===== config.mk =====
export PLATFORM = sky130hd
export DESIGN_NAME = fadd_pipe_flat
export DESIGN_NICKNAME = d
export VERILOG_FILES = /design/src/rtl/fadd_pkg.sv /design/src/rtl/fadd_if.sv /design/src/rtl/fadd_chunk.sv /design/src/rtl/fadd_pipe.sv /design/src/flat_wrapper.sv
export SDC_FILE = /design/constraint.sdc
export NUM_CORES = 1
export LEC_CHECK = 0
export CAP_MARGIN = 20
export CORE_AREA = 2 2 92 94
export DETAILED_ROUTE_END_ITERATION = 16
export DIE_AREA = 0 0 94 96
export HOLD_SLACK_MARGIN = 0.03
export PLACE_DENSITY = 0.78
export SKIP_LAST_GASP = 1
export SYNTH_ARGS = -nofsm -noshare
export SYNTH_HDL_FRONTEND = slang
export SYNTH_SLANG_ARGS = --single-unit

===== constraint.sdc =====
create_clock -name clk -period 2.78 [get_ports clk]
set_clock_uncertainty 0.2 [all_clocks]
set_input_delay 0.556 -clock clk [delete_from_list [all_inputs] [get_ports clk]]
set_output_delay 0.556 -clock clk [all_outputs]
set_load 0.05 [all_outputs]

===== src/rtl/fadd_pkg.sv =====
// fadd_pkg: shared types and helpers for the pipelined adder.
// Mode encoding, chunk-width helper and signed-overflow rule.
package fadd_pkg;

  typedef enum logic {
    FADD_ADD = 1'b0,
    FADD_SUB = 1'b1
  } fadd_mode_e;

  function automatic int fadd_cw(int w, int s);
    return (s < 1) ? w : w / s;
  endfunction

  function automatic logic fadd_ovf(
    logic a_msb,
    logic b_msb,
    logic r_msb
  );
    return (a_msb == b_msb) && (r_msb != a_msb);
  endfunction

endpackage


===== src/rtl/fadd_if.sv =====
// fadd_if: operand and result bundle of the pipelined adder.
// master drives operations, slave returns results.
interface fadd_if #(
  parameter int WIDTH = 16
);
  logic             in_valid;
  logic [WIDTH-1:0] a;
  logic [WIDTH-1:0] b;
  logic             cin;
  logic             sub;
  logic             out_valid;
  logic [WIDTH-1:0] r;
  logic             cout;
  logic             ovf;

  modport master (
    output in_valid, a, b, cin, sub,
    input  out_valid, r, cout, ovf
  );

  modport slave (
    input  in_valid, a, b, cin, sub,
    output out_valid, r, cout, ovf
  );
endinterface


===== src/rtl/fadd_chunk.sv =====
// fadd_chunk: combinational CW-bit slice of the carry chain.
// One instance per pipeline stage.
module fadd_chunk #(
  parameter int CW = 4
) (
  input  logic [CW-1:0] a,
  input  logic [CW-1:0] b,
  input  logic          ci,
  output logic [CW-1:0] s,
  output logic          co
);
  assign {co, s} = {1'b0, a} + {1'b0, b}
                 + {{CW{1'b0}}, ci};
endmodule


===== src/rtl/fadd_pipe.sv =====
// fadd_pipe: pipelined add/sub, carry chain cut into STAGES chunks.
// Operands skew forward, finished chunks deskew alongside.
module fadd_pipe
  import fadd_pkg::*;
#(
  parameter int WIDTH  = 16,
  parameter int STAGES = 4
) (
  input logic   clk,
  input logic   rst_n,
  input logic   en,
  fadd_if.slave io
);
  localparam int CW = fadd_cw(WIDTH, STAGES);
  localparam int SG = (STAGES < 1) ? 1 : STAGES;

  if ((STAGES < 1) || ((WIDTH % SG) != 0)) begin : g_bad
    $error("fadd_pipe: WIDTH must be a multiple of STAGES >= 1");
  end

  fadd_mode_e       mode;
  logic [WIDTH-1:0] b_in;
  logic             c_in;

  // Subtract is a + ~b + ~cin, so cout reads as "no borrow".
  assign mode = fadd_mode_e'(io.sub);
  assign b_in = (mode == FADD_SUB) ? ~io.b : io.b;
  assign c_in = (mode == FADD_SUB) ? ~io.cin : io.cin;

  logic             v_q  [STAGES];
  logic             c_q  [STAGES];
  logic [WIDTH-1:0] a_q  [STAGES];
  logic [WIDTH-1:0] b_q  [STAGES];
  logic [WIDTH-1:0] s_q  [STAGES];
  logic             ovf_q;

  logic             v_d  [STAGES];
  logic             c_d  [STAGES];
  logic             ci   [STAGES];
  logic [WIDTH-1:0] a_d  [STAGES];
  logic [WIDTH-1:0] b_d  [STAGES];
  logic [WIDTH-1:0] s_d  [STAGES];

  for (genvar k = 0; k < STAGES; k++) begin : g_stg
    localparam logic [WIDTH-1:0] MASK =
      WIDTH'({CW{1'b1}}) << (k * CW);
    logic [CW-1:0]    sum;
    logic [WIDTH-1:0] s_src;

    if (k == 0) begin : g_head
      assign v_d[k] = io.in_valid;
      assign a_d[k] = io.a;
      assign b_d[k] = b_in;
      assign ci[k]  = c_in;
      assign s_src  = '0;
    end else begin : g_body
      assign v_d[k] = v_q[k-1];
      assign a_d[k] = a_q[k-1];
      assign b_d[k] = b_q[k-1];
      assign ci[k]  = c_q[k-1];
      assign s_src  = s_q[k-1];
    end

    fadd_chunk #(.CW(CW)) u_chunk (
      .a  (a_d[k][k*CW +: CW]),
      .b  (b_d[k][k*CW +: CW]),
      .ci (ci[k]),
      .s  (sum),
      .co (c_d[k])
    );

    assign s_d[k] = (s_src & ~MASK)
                  | ((WIDTH'(sum) << (k * CW)) & MASK);
  end

  // The last slot doubles as the output register: it only
  // loads on a valid beat so r/cout/ovf hold across bubbles.
  always_ff @(posedge clk or negedge rst_n) begin
    if (!rst_n) begin
      for (int k = 0; k < STAGES; k++) begin
        v_q[k] <= 1'b0;
        c_q[k] <= 1'b0;
        a_q[k] <= '0;
        b_q[k] <= '0;
        s_q[k] <= '0;
      end
      ovf_q <= 1'b0;
    end else if (en) begin
      for (int k = 0; k < STAGES; k++) begin
        v_q[k] <= v_d[k];
        if (k < STAGES - 1) begin
          a_q[k] <= a_d[k];
          b_q[k] <= b_d[k];
          s_q[k] <= s_d[k];
          c_q[k] <= c_d[k];
        end else if (v_d[k]) begin
          s_q[k] <= s_d[k];
          c_q[k] <= c_d[k];
          ovf_q  <= fadd_ovf(a_d[k][WIDTH-1],
                             b_d[k][WIDTH-1],
                             s_d[k][WIDTH-1]);
        end
      end
    end
  end

  assign io.out_valid = v_q[STAGES-1];
  assign io.r         = s_q[STAGES-1];
  assign io.cout      = c_q[STAGES-1];
  assign io.ovf       = ovf_q;

endmodule


===== src/flat_wrapper.sv =====
// flat-port wrapper written by rule: the top's interface ports become plain ports
module fadd_pipe_flat import fadd_pkg::*;
#(
  parameter int WIDTH  = 16,
  parameter int STAGES = 4
)
  (clk, rst_n, en, io_in_valid, io_a, io_b, io_cin, io_sub, io_out_valid, io_r, io_cout, io_ovf);
  fadd_if #(.WIDTH(WIDTH)) io_i ();
  input logic clk;
  input logic rst_n;
  input logic en;
  input wire logic [$bits(io_i.in_valid)-1:0] io_in_valid;
  input wire logic [$bits(io_i.a)-1:0] io_a;
  input wire logic [$bits(io_i.b)-1:0] io_b;
  input wire logic [$bits(io_i.cin)-1:0] io_cin;
  input wire logic [$bits(io_i.sub)-1:0] io_sub;
  output wire logic [$bits(io_i.out_valid)-1:0] io_out_valid;
  output wire logic [$bits(io_i.r)-1:0] io_r;
  output wire logic [$bits(io_i.cout)-1:0] io_cout;
  output wire logic [$bits(io_i.ovf)-1:0] io_ovf;
  assign io_i.in_valid = io_in_valid;
  assign io_i.a = io_a;
  assign io_i.b = io_b;
  assign io_i.cin = io_cin;
  assign io_i.sub = io_sub;
  assign io_out_valid = io_i.out_valid;
  assign io_r = io_i.r;
  assign io_cout = io_i.cout;
  assign io_ovf = io_i.ovf;
  fadd_pipe #(.WIDTH(WIDTH), .STAGES(STAGES)) u_core (.clk(clk), .rst_n(rst_n), .en(en), .io(io_i));
endmodule

==> qor.csv, run 1 <==
stage,metric,value,unit
synthesis,ys_area,4310,um^2
routing,ant_nets,0,
timing,rsz0062_at_grt,no,
timing,setup_viol,0,
synthesis,synth_nets,380,
pwr,power.density,870,nW/um^2
place,dpl.cell_count,473,
global_routing,grtUsageTotal,0.176,
clocking,clockBufferDepth,2,
floorplanning,rows,33,
clocking,insertion_delay,0.37,ns
clocking,cts_tree,done,
floorplanning,dieHeight,96,um
worst_setup_path,critPathCaptureType,register,
floorplanning,die_w,94,um
synthesis,post-synth-top-area-cell,dfrtp_1,
routing,dr.max_layer_used,met4,
worst_setup_path,worstPathArrival,2.54,ns
synthesis,netlist_instances,322,
clocking,cts_root_buffer,clkbuf_8,
synthesis,synthDistinctLibCells,28,
final_layout,nets,438,
worst_setup_path,reg2reg_from,u_core.c_q[2],
pwr,peakVddDrop,0.328,mV
outcome,status,completed,
synthesis,synth_warnings,0,
synthesis,ys_cells,322,
synthesis,flop_cell,dfrtp_1,
min_path,min_from,u_core.io.r[14],
synthesis,top_area_frac,0.564,
global_routing,grt_pass1_wl,12100,um
pwr,power_leakage,2.21,nW
final_layout,area_growth,20.5,%
worst_setup_path,path_class,input pin to register,
floorplanning,chip_area,9020,um^2
synthesis,ys_seq_elements,97,
routing,drtIter0Drc,87,
global_routing,overflow,0,
place,dp_slack,-0.135,ns
timing,worst_pin_slew,0.600,ns
place,place_area,4970,um^2
synthesis,synth.cell_area,4310,um^2
final_layout,stdcell_area,5190,um^2
timing,slew_headroom,0.600,
final_layout,drive_above_1_share,0.249,
timing,whs,0.293,ns
clocking,ctsHoldBuffers,1,
worst_setup_path,critPathMaxFanout,3,
clocking,cts.clk_slew.worst_paths,0.10,ns
floorplanning,boundaryPins,57,
synthesis,ys_seq_share,0.564,
clocking,cts_resized,0,
global_routing,first_global_vias,2650,
synthesis,enable_flop_cells,0,
worst_setup_path,crit_start,io_sub,
global_routing,grt_max_degree,110,
job,drv_cap,0,
synthesis,yosys.cell_count.top_type,dfrtp_1,
timing,setup_ws,0.270,ns
pwr,total_power,4.52,mW
routing,firstDrtPassIters,4,
clocking,cts-htree-levels,3,
timing,fin_setup_tns,0,ns
clocking,cts_buffers,9,
timing,max_freq,398,MHz
final_layout,num_antenna_cells,0,
routing,vias_per_cell,5.19,
synthesis,common_cells,"dfrtp_1 (97), mux2_2 (67), a21oi_1 (24), nor2_1 (18), xnor2_1 (15)",
timing,hold_viol,0,
timing,min_period,2.51,ns
min_path,hold_path.class,register to register,
clocking,cts_sinks,97,
place,io_buffer_count,56,
synthesis,synthArstFlopShare,1.00,
routing,drc,0,
routing,met1_length,3100,um
worst_setup_path,crit_required,2.81,ns
-- run 1: power by group --
part | leakage (nW) | total, mW | internal [mW] | switching, mW
Combinational | 0.978 | 1.56 | 0.689 | 0.875
Clock | 0.103 | 0.948 | 0.433 | 0.515
Sequential | 1.13 | 2.00 | 1.79 | 0.212
-- run 1: area by class of cell --
cell class / instances / area, um^2 / share of cell area
inverters: 15 / 56.3 / 0.0109
multi-input cells: 194 / 1730 / 0.333
flip-flops and latches: 97 / 2430 / 0.468
clock buffers: 9 / 124 / 0.0239
clock inverters: 7 / 83.8 / 0.0162
repair buffers: 63 / 636 / 0.122
well taps: 105 / 131 / 0.0253
-- run 1: cells by family (layout without fill, tap and decap cells) --
kind of cell,Yosys count,in the layout,share of synthesized area
fa+ha+maj,20,20,0.0720
xor+xnor,21,21,0.0427
buf+inv,31,94,0.0346
compound gates,42,42,0.0578
mux,68,68,0.178
simple gates,43,43,0.0517
flops,97,97,0.564
-- run 1: layer usage --
layer / vias to the layer above / GRT usage
met3: 12 / 0.0313
met5: - / 0
met1: 1265 / 0.217
met2: 47 / 0.299
li1: 1219 / -
met4: 0 / 0.0930
-- run 1: sequential cells by signal (all words and copies together) (netlist names) --
register             cells
u_core.c_q               3
u_core.io.r             16
u_core.v_d               3
u_core.io.out_valid      1
u_core.g_stg.s_src      24
u_core.b_d              24
u_core.io.ovf            1
u_core.a_d              24
u_core.io.cout           1
-- run 1: layout by cell type (no fill, tap or decap), types with 6 or more instances in the layout --
master | synthesis | routed
xor2_1 | 6 | 6
xnor2_1 | 15 | 15
fa_1 | 8 | 8
o21ai_0 | 8 | 8
dfrtp_1 | 97 | 97
a21oi_1 | 24 | 24
nand2_1 | 8 | 8
clkbuf_8 | 0 | 9
inv_1 | 13 | 13
nor2_1 | 18 | 18
clkdlybuf4s50_1 | 0 | 54
buf_4 | 5 | 6
mux2_2 | 67 | 67
ha_1 | 12 | 12
-- run 1: path summary, 6_finish.rpt --
path                                       endpoint  slack, ns  depth (start not counted)
max                                   u_core.c_q[3]       0.27                          7
min                                 u_core.io.r[14]       0.29                          2
max reg2reg                           u_core.c_q[1]       0.64                          5
min reg2reg                         u_core.io.r[14]       0.29                          2
max in group asynchronous  u_core.g_stg[1].s_src[0]       1.21                          3
min in group asynchronous            u_core.a_d[26]       0.55                          2
-- run 1: critical path: stages --
cell and delay (ns):
clkdlybuf4s50_1 0.49, xor2_1 0.21, fa_1 0.44, fa_1 0.40, a21o_2 0.22, a21oi_1 0.14, a21oi_1 0.08
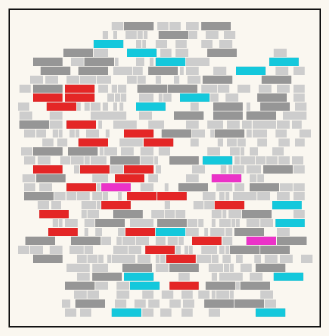
Run 1: register map, names as in the netlist
legend:
  magenta:
    name_in_the_netlist: u_core.c_q
    flops: 3
  red:
    name_in_the_netlist: u_core.b_d
    flops: 24
  cyan:
    name_in_the_netlist: u_core.io.r
    flops: 16
Flop area: 2430 um^2
Seq/total area: 0.468
seq pwr: 2.00 mW

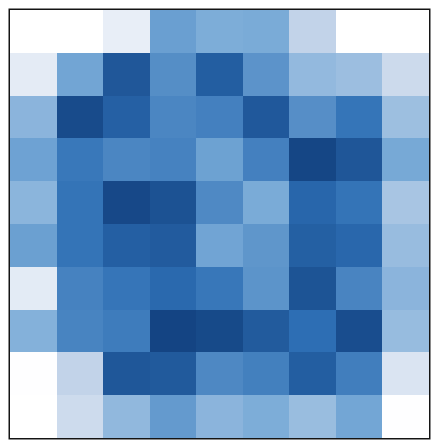
Run 1: cell area per tile
The die is cut into 9 by 10 equal tiles; white is low, dark blue is high, 0 to 100% covered.
tiles over 75% full: 27%
fullest tile: 92%
nearly empty tiles: 7.8%
Final Util: 0.644
Core Box Area: 8050 um^2
fp util: 0.535

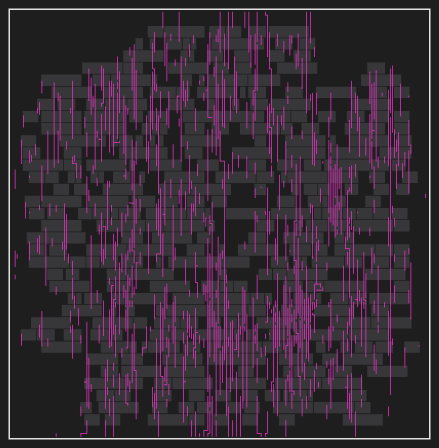
Run 1: metal 2
Cells faint in the background.
longest straight run: 62.2 um
main direction: vertical
wire length on this layer: 3,610 um
share of all routed wire: 50%
total wire length: 7170 um
Via Count: 2,543
grt met2 use: 0.299

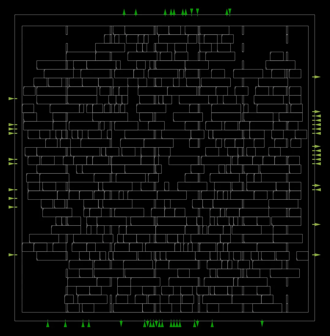
Run 1: cell outlines without signal wires
final non-filler cell total: 490
fill count: 621

==> run 2, diff against run 1 <==
--- a/config.mk
+++ b/config.mk
@@ -6,11 +6,11 @@
 export NUM_CORES = 1
 export LEC_CHECK = 0
 export CAP_MARGIN = 20
-export CORE_AREA = 2 2 92 94
+export CORE_AREA = 2 2 101 103
 export DETAILED_ROUTE_END_ITERATION = 16
-export DIE_AREA = 0 0 94 96
+export DIE_AREA = 0 0 103 105
 export HOLD_SLACK_MARGIN = 0.03
-export PLACE_DENSITY = 0.78
+export PLACE_DENSITY = 0.67
 export SKIP_LAST_GASP = 1
 export SYNTH_ARGS = -nofsm -noshare
 export SYNTH_HDL_FRONTEND = slang
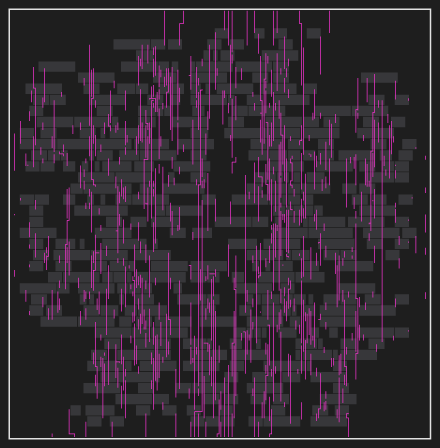
Run 2: metal 2
Cells faint in the background.
share of all routed wire: 47%
main direction: vertical
nets with wire on the layer: 388
grt met2 use: 0.218
total wire length: 6990 um
Via Count: 2,511

==> run 2 against run 1 <==
Net effect:
- sequential power hardly changed
- setup slack worse by 0.013 ns
- final cell count is 5.5% higher
- clock power is 7.7% lower
- combinational power hardly changed
- flip-flop count stayed put
- critical path depth stayed put
- first-iteration DRC count is 36% lower
- clock-buffer cell count stayed put
- critical path type unchanged
- largest power group unchanged
==> qor.csv, run 2 <==
stage,metric,value,unit
outcome,status,completed,
routing,drtIter0Drc,56,
worst_setup_path,worstPathArrival,2.55,ns
synthesis,ys_area,4310,um^2
clocking,clockBufferDepth,2,
synthesis,synthDistinctLibCells,28,
worst_setup_path,startpoint_type,input pin,
timing,rsz0062_at_grt,no,
clocking,cts-htree-levels,3,
synthesis,synth.cell_area,4310,um^2
pwr,peakVddDrop,0.313,mV
clocking,cts_tree,done,
timing,max_freq,396,MHz
worst_setup_path,crit_required,2.81,ns
clocking,cts.clk_slew.worst_paths,0.09,ns
final_layout,stdcell_area,5220,um^2
place,place_area,5030,um^2
pwr,power.share.sequential,0.451,
final_layout,layoutNonFillerInstCount,517,
floorplanning,chip_area,10800,um^2
final_layout,nets,439,
routing,firstDrtPassIters,4,
final_layout,num_antenna_cells,0,
clocking,cts_buffers,9,
pwr,swShare,0.347,
clocking,cts_root_buffer,clkbuf_8,
final_layout,area_growth,21.1,%
global_routing,grt_max_degree,98,
worst_setup_path,critPathMaxFanout,3,
final_layout,logic_area,1730,um^2
place,io_buffer_count,56,
global_routing,grt_pass1_wl,11800,um
final_layout,num-fill-cells,863,
final_layout,regArea,2430,um^2
floorplanning,die_w,103,um
timing,slew_headroom,0.659,
clocking,cts_sinks,97,
final_layout,lay_top_cells,"dfrtp_1 (97), mux2_2 (67), clkdlybuf4s50_1 (54)",
floorplanning,fp_util,0.447,
synthesis,ys_cells,322,
routing,ant_nets,0,
global_routing,first_global_vias,2519,
global_routing,overflow,0,
synthesis,common_cells,"dfrtp_1 (97), mux2_2 (67), a21oi_1 (24), nor2_1 (18), xnor2_1 (15)",
synthesis,enable_flop_cells,0,
pwr,power_frac_comb,0.352,
timing,worst_pin_slew,0.510,ns
floorplanning,rows,36,
final_layout,drive_above_1_share,0.250,
synthesis,flop_cell,dfrtp_1,
worst_setup_path,critPathCaptureType,register,
synthesis,netlist_instances,322,
pwr,p_clk_frac,0.198,
worst_setup_path,path_class,input pin to register,
synthesis,synth_nets,380,
synthesis,ys_seq_elements,97,
synthesis,synthArstFlopShare,1.00,
pwr,power_leakage,2.20,nW
synthesis,post-synth-top-area-cell,dfrtp_1,
floorplanning,core-area,9640,um^2
clocking,ctsHoldBuffers,0,
timing,setup_viol,0,
final_layout,utilization,0.541,
job,drv_cap,0,
pwr,total_power,4.42,mW
timing,min_period,2.52,ns
synthesis,top_area_frac,0.564,
floorplanning,dieHeight,105,um
clocking,insertion_delay,0.35,ns
final_layout,lay_top_count,dfrtp_1,
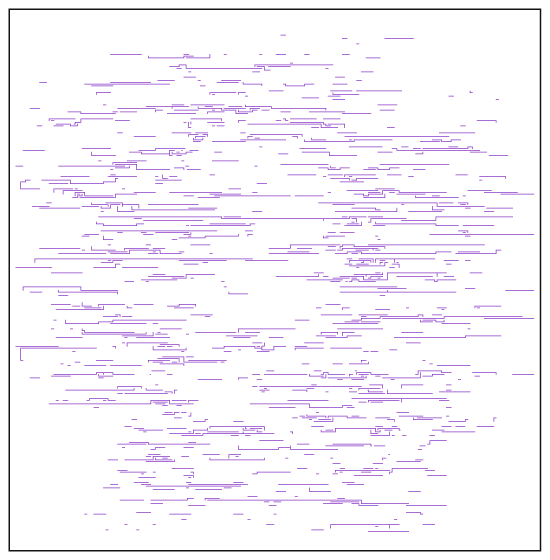
Run 2: metal 1
main direction: horizontal
nets with wire on the layer: 384
global routing usage on met1: 0.191

[run 2: netlist changes by cell type in the layout (fill, tap and decap cells not counted)]
cell,previous run,this run
buf_4,6,7
dlygate4sd3_1,1,0
clkinvlp_4,1,2
buf_12,2,3
clkinv_2,0,1
inv_8,1,0
inv_6,3,0
[run 2: worst paths after layout]
check                                     start  slack [ns]               to
worst max-delay path                     io_sub        0.26    u_core.c_q[3]
worst min-delay path                      rst_n        0.04   u_core.io.r[9]
worst max register to register    u_core.c_q[2]        0.70    u_core.c_q[1]
worst min register to register  u_core.io.r[14]        0.29  u_core.io.r[14]
max in group asynchronous                 rst_n        1.95  u_core.io.r[12]
min in group clk                u_core.io.r[14]        0.29  u_core.io.r[14]
[run 2: power groups by stage]
stage	registers [mW]	clock network, mW	logic, mW
2_1_floorplan	2.45	0	0.626
3_3_place_gp	2.02	0	1.54
3_5_place_dp	2.03	0	1.58
4_1_cts	2.00	0.899	1.58
5_1_grt	2.05	0.966	1.68
6_report	1.99	0.875	1.56
[run 2: cell type report]
class,count,share of cell area
clock buffer,9,0.0237
sequential,97,0.465
timing repair buffer,64,0.125
multi-input combinational,194,0.332
clock inverter,5,0.0113
tap,133,0.0319
inverter,15,0.0108
[run 2: kinds of logic (layout without fill, tap and decap cells)]
group	Yosys count	in the layout	synth area share
mux	68	68	0.178
simple gates	43	43	0.0517
flops	97	97	0.564
compound gates	42	42	0.0578
fa+ha+maj	20	20	0.0720
xor+xnor	21	21	0.0427
buf+inv	31	93	0.0346
[run 2: layer usage]
layer,up-vias,track usage,part of all wire
met2,41,0.218,0.47
met4,0,0.0432,0.017
li1,1224,-,-
met5,-,0,0
met1,1237,0.191,0.48
met3,9,0.0368,0.033
[run 2: critical path, stage by stage]
cell,delay [ns]
clkdlybuf4s50_1,0.51
xor2_1,0.22
fa_1,0.45
fa_1,0.39
a21o_2,0.22
a21oi_1,0.14
a21oi_1,0.07
[run 2: per-stage QoR]
stage          hold slack, ns  setup TNS [ns]  worst slack (ns)
5_1_grt                0.0605               0             0.179
3_3_place_gp            0.266          -0.149           -0.0993
3_5_place_dp            0.275          -0.282            -0.115
4_1_cts                0.0696               0             0.261
2_1_floorplan          0.0604               0             0.157
6_report               0.0432               0             0.257
==> run 3, diff against run 2 <==
--- a/config.mk
+++ b/config.mk
@@ -5,6 +5,7 @@
 export SDC_FILE = /design/constraint.sdc
 export NUM_CORES = 1
 export LEC_CHECK = 0
+export ABC_CLOCK_PERIOD_IN_PS = 2780
 export CAP_MARGIN = 20
 export CORE_AREA = 2 2 101 103
 export DETAILED_ROUTE_END_ITERATION = 16
@@ -15,3 +16,4 @@
 export SYNTH_ARGS = -nofsm -noshare
 export SYNTH_HDL_FRONTEND = slang
 export SYNTH_SLANG_ARGS = --single-unit
+export TNS_END_PERCENT = 100
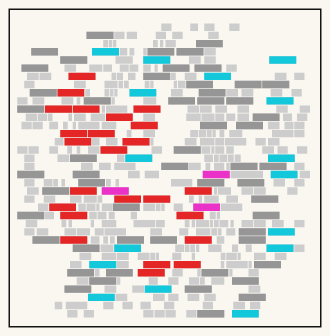
Run 3: register map, names as in the netlist
legend:
  red:
    name_in_the_netlist: u_core.b_d
    flops: 24
  magenta:
    name_in_the_netlist: u_core.c_q
    flops: 3
  cyan:
    name_in_the_netlist: u_core.io.r
    flops: 16
not colored: 54
Final Util: 0.541
seq pwr: 1.99 mW
Seq/total area: 0.465

==> run 3 against run 2 <==
Net effect:
- critical path depth unchanged
- final cell count did not move
- total power unchanged
- global-route usage did not move
- clock-buffer cell count unchanged
- die area unchanged
- flip-flop count unchanged
- combinational power barely moved
- synthesized cell count did not move
- register-to-register slack is essentially flat
- largest cell class unchanged
==> qor.csv, run 3 <==
stage,metric,value,unit
clocking,clockBufferDepth,2,
floorplanning,dieHeight,105,um
synthesis,flop_cell,dfrtp_1,
worst_setup_path,startpoint_type,input pin,
worst_setup_path,cp.depth,7,
synthesis,synthArstFlopShare,1.00,
worst_setup_path,path_class,input pin to register,
global_routing,overflow,0,
pwr,peakVddDrop,0.313,mV
floorplanning,chip_area,10800,um^2
worst_setup_path,cp_top_family,adder cells,
final_layout,stdcell_area,5220,um^2
final_layout,area_growth,21.1,%
clocking,cts_root_buffer,clkbuf_8,
synthesis,synth_warnings,0,
routing,ant_nets,0,
synthesis,netlist_instances,322,
timing,slew_headroom,0.659,
synthesis,enable_flop_cells,0,
timing,hold_viol,0,
global_routing,use_met2,0.218,
synthesis,ys_seq_share,0.564,
final_layout,lay_top_cells,"dfrtp_1 (97), mux2_2 (67), clkdlybuf4s50_1 (54)",
global_routing,grtUsageTotal,0.140,
synthesis,synthDistinctLibCells,28,
synthesis,post-synth-top-area-cell,dfrtp_1,
pwr,power.density,848,nW/um^2
synthesis,ys_cells,322,
routing,drtIter0Drc,56,
outcome,status,completed,
synthesis,ys_area,4310,um^2
clocking,cts_buffers,9,
floorplanning,rows,36,
synthesis,common_cells,"dfrtp_1 (97), mux2_2 (67), a21oi_1 (24), nor2_1 (18), xnor2_1 (15)",
synthesis,yosys.cell_count.top_type,dfrtp_1,
worst_setup_path,critPathMaxFanout,3,
clocking,cts-htree-levels,3,
clocking,ctsHoldBuffers,0,
min_path,hold_path.class,input pin to async pin,
clocking,cts_tree,done,
clocking,cts_resized,0,
final_layout,nets,439,
floorplanning,die_w,103,um
place,io_buffer_count,56,
timing,fin_setup_tns,0,ns
global_routing,grt-busiest-layer,met2,
global_routing,grt_max_degree,98,
job,drv_cap,0,
global_routing,grt_pass1_wl,11800,um
timing,max_freq,396,MHz
worst_setup_path,crit_chain,"clkdlybuf4s50_1, xor2_1, fa_1, fa_1, a21o_2, a21oi_1, a21oi_1",
worst_setup_path,critPathCaptureType,register,
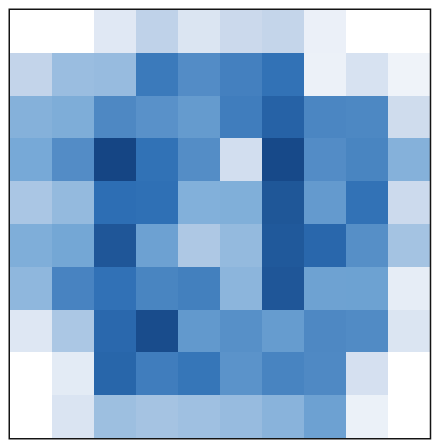
Run 3: cell area per tile
The die is cut into 10 by 10 equal tiles; white is low, dark blue is high, 0 to 100% covered.
nearly empty tiles: 8.0%
emptiest ninth of the die: upper right
mean over tiles: 47%
tiles over 75% full: 12%
fullest tile: 92%
fp util: 0.447
Core Box Area: 9640 um^2

-- run 3: cell counts after synthesis --
Identical to the previous run, type by type.
-- run 3: layer usage --
metal,vias up,share of wire
met1,1237,0.48
met3,9,0.033
met2,41,0.47
met4,0,0.017
met5,-,0
li1,1224,-
-- run 3: report_power, final --
group / internal [mW] / total, mW / switching [mW] / leakage (nW)
combinational: 0.692 / 1.56 / 0.865 / 0.988
clock: 0.406 / 0.875 / 0.468 / 0.0872
sequential: 1.79 / 1.99 / 0.201 / 1.13
-- run 3: final cells by class --
type	instances	area, um^2
fillers	863	4420
flip-flops and latches	97	2430
multi-input cells	194	1730
repair buffers	64	653
well taps	133	166
clock buffers	9	124
clock inverters	5	58.8
inverters	15	56.3
-- run 3: kinds of logic (layout without fill, tap and decap cells) --
kind of cell	count (synthesis)	after routing	share of synthesized area
AND/OR/NAND/NOR	43	43	0.0517
adder cells (fa/ha/maj)	20	20	0.0720
XOR/XNOR	21	21	0.0427
AND-OR/OR-AND	42	42	0.0578
buffers and inverters	31	93	0.0346
flip-flops	97	97	0.564
multiplexers	68	68	0.178
-- run 3: path summary, 6_finish.rpt --
path | startpoint | endpoint | slack, ns
max reg2reg | u_core.c_q[2] | u_core.c_q[1] | 0.70
max in group asynchronous | rst_n | u_core.io.r[12] | 1.95
min reg2reg | u_core.io.r[14] | u_core.io.r[14] | 0.29
min | rst_n | u_core.io.r[9] | 0.04
min in group clk | u_core.io.r[14] | u_core.io.r[14] | 0.29
max | io_sub | u_core.c_q[3] | 0.26
-- run 3: through the flow --
stage	setup WS, ns	total power, mW	instances	util	hold WS [ns]
3_5_place_dp	-0.115	3.61	503	0.522	0.275
4_1_cts	0.261	4.48	517	0.541	0.0696
5_1_grt	0.179	4.70	517	0.541	0.0605
6_report	0.257	4.42	517	0.541	0.0432
3_3_place_gp	-0.0993	3.56	503	0.522	0.266
2_1_floorplan	0.157	3.07	322	-	0.0604
-- run 3: worst register-to-register path: stages (launching register included) --
cell and delay, ns:
dfrtp_1 0.42, fa_1 0.47, fa_1 0.41, a21o_2 0.23
a21oi_1 0.14, a21oi_1 0.08
Power figures rest on the tool's default switching activity, not on a simulated workload.
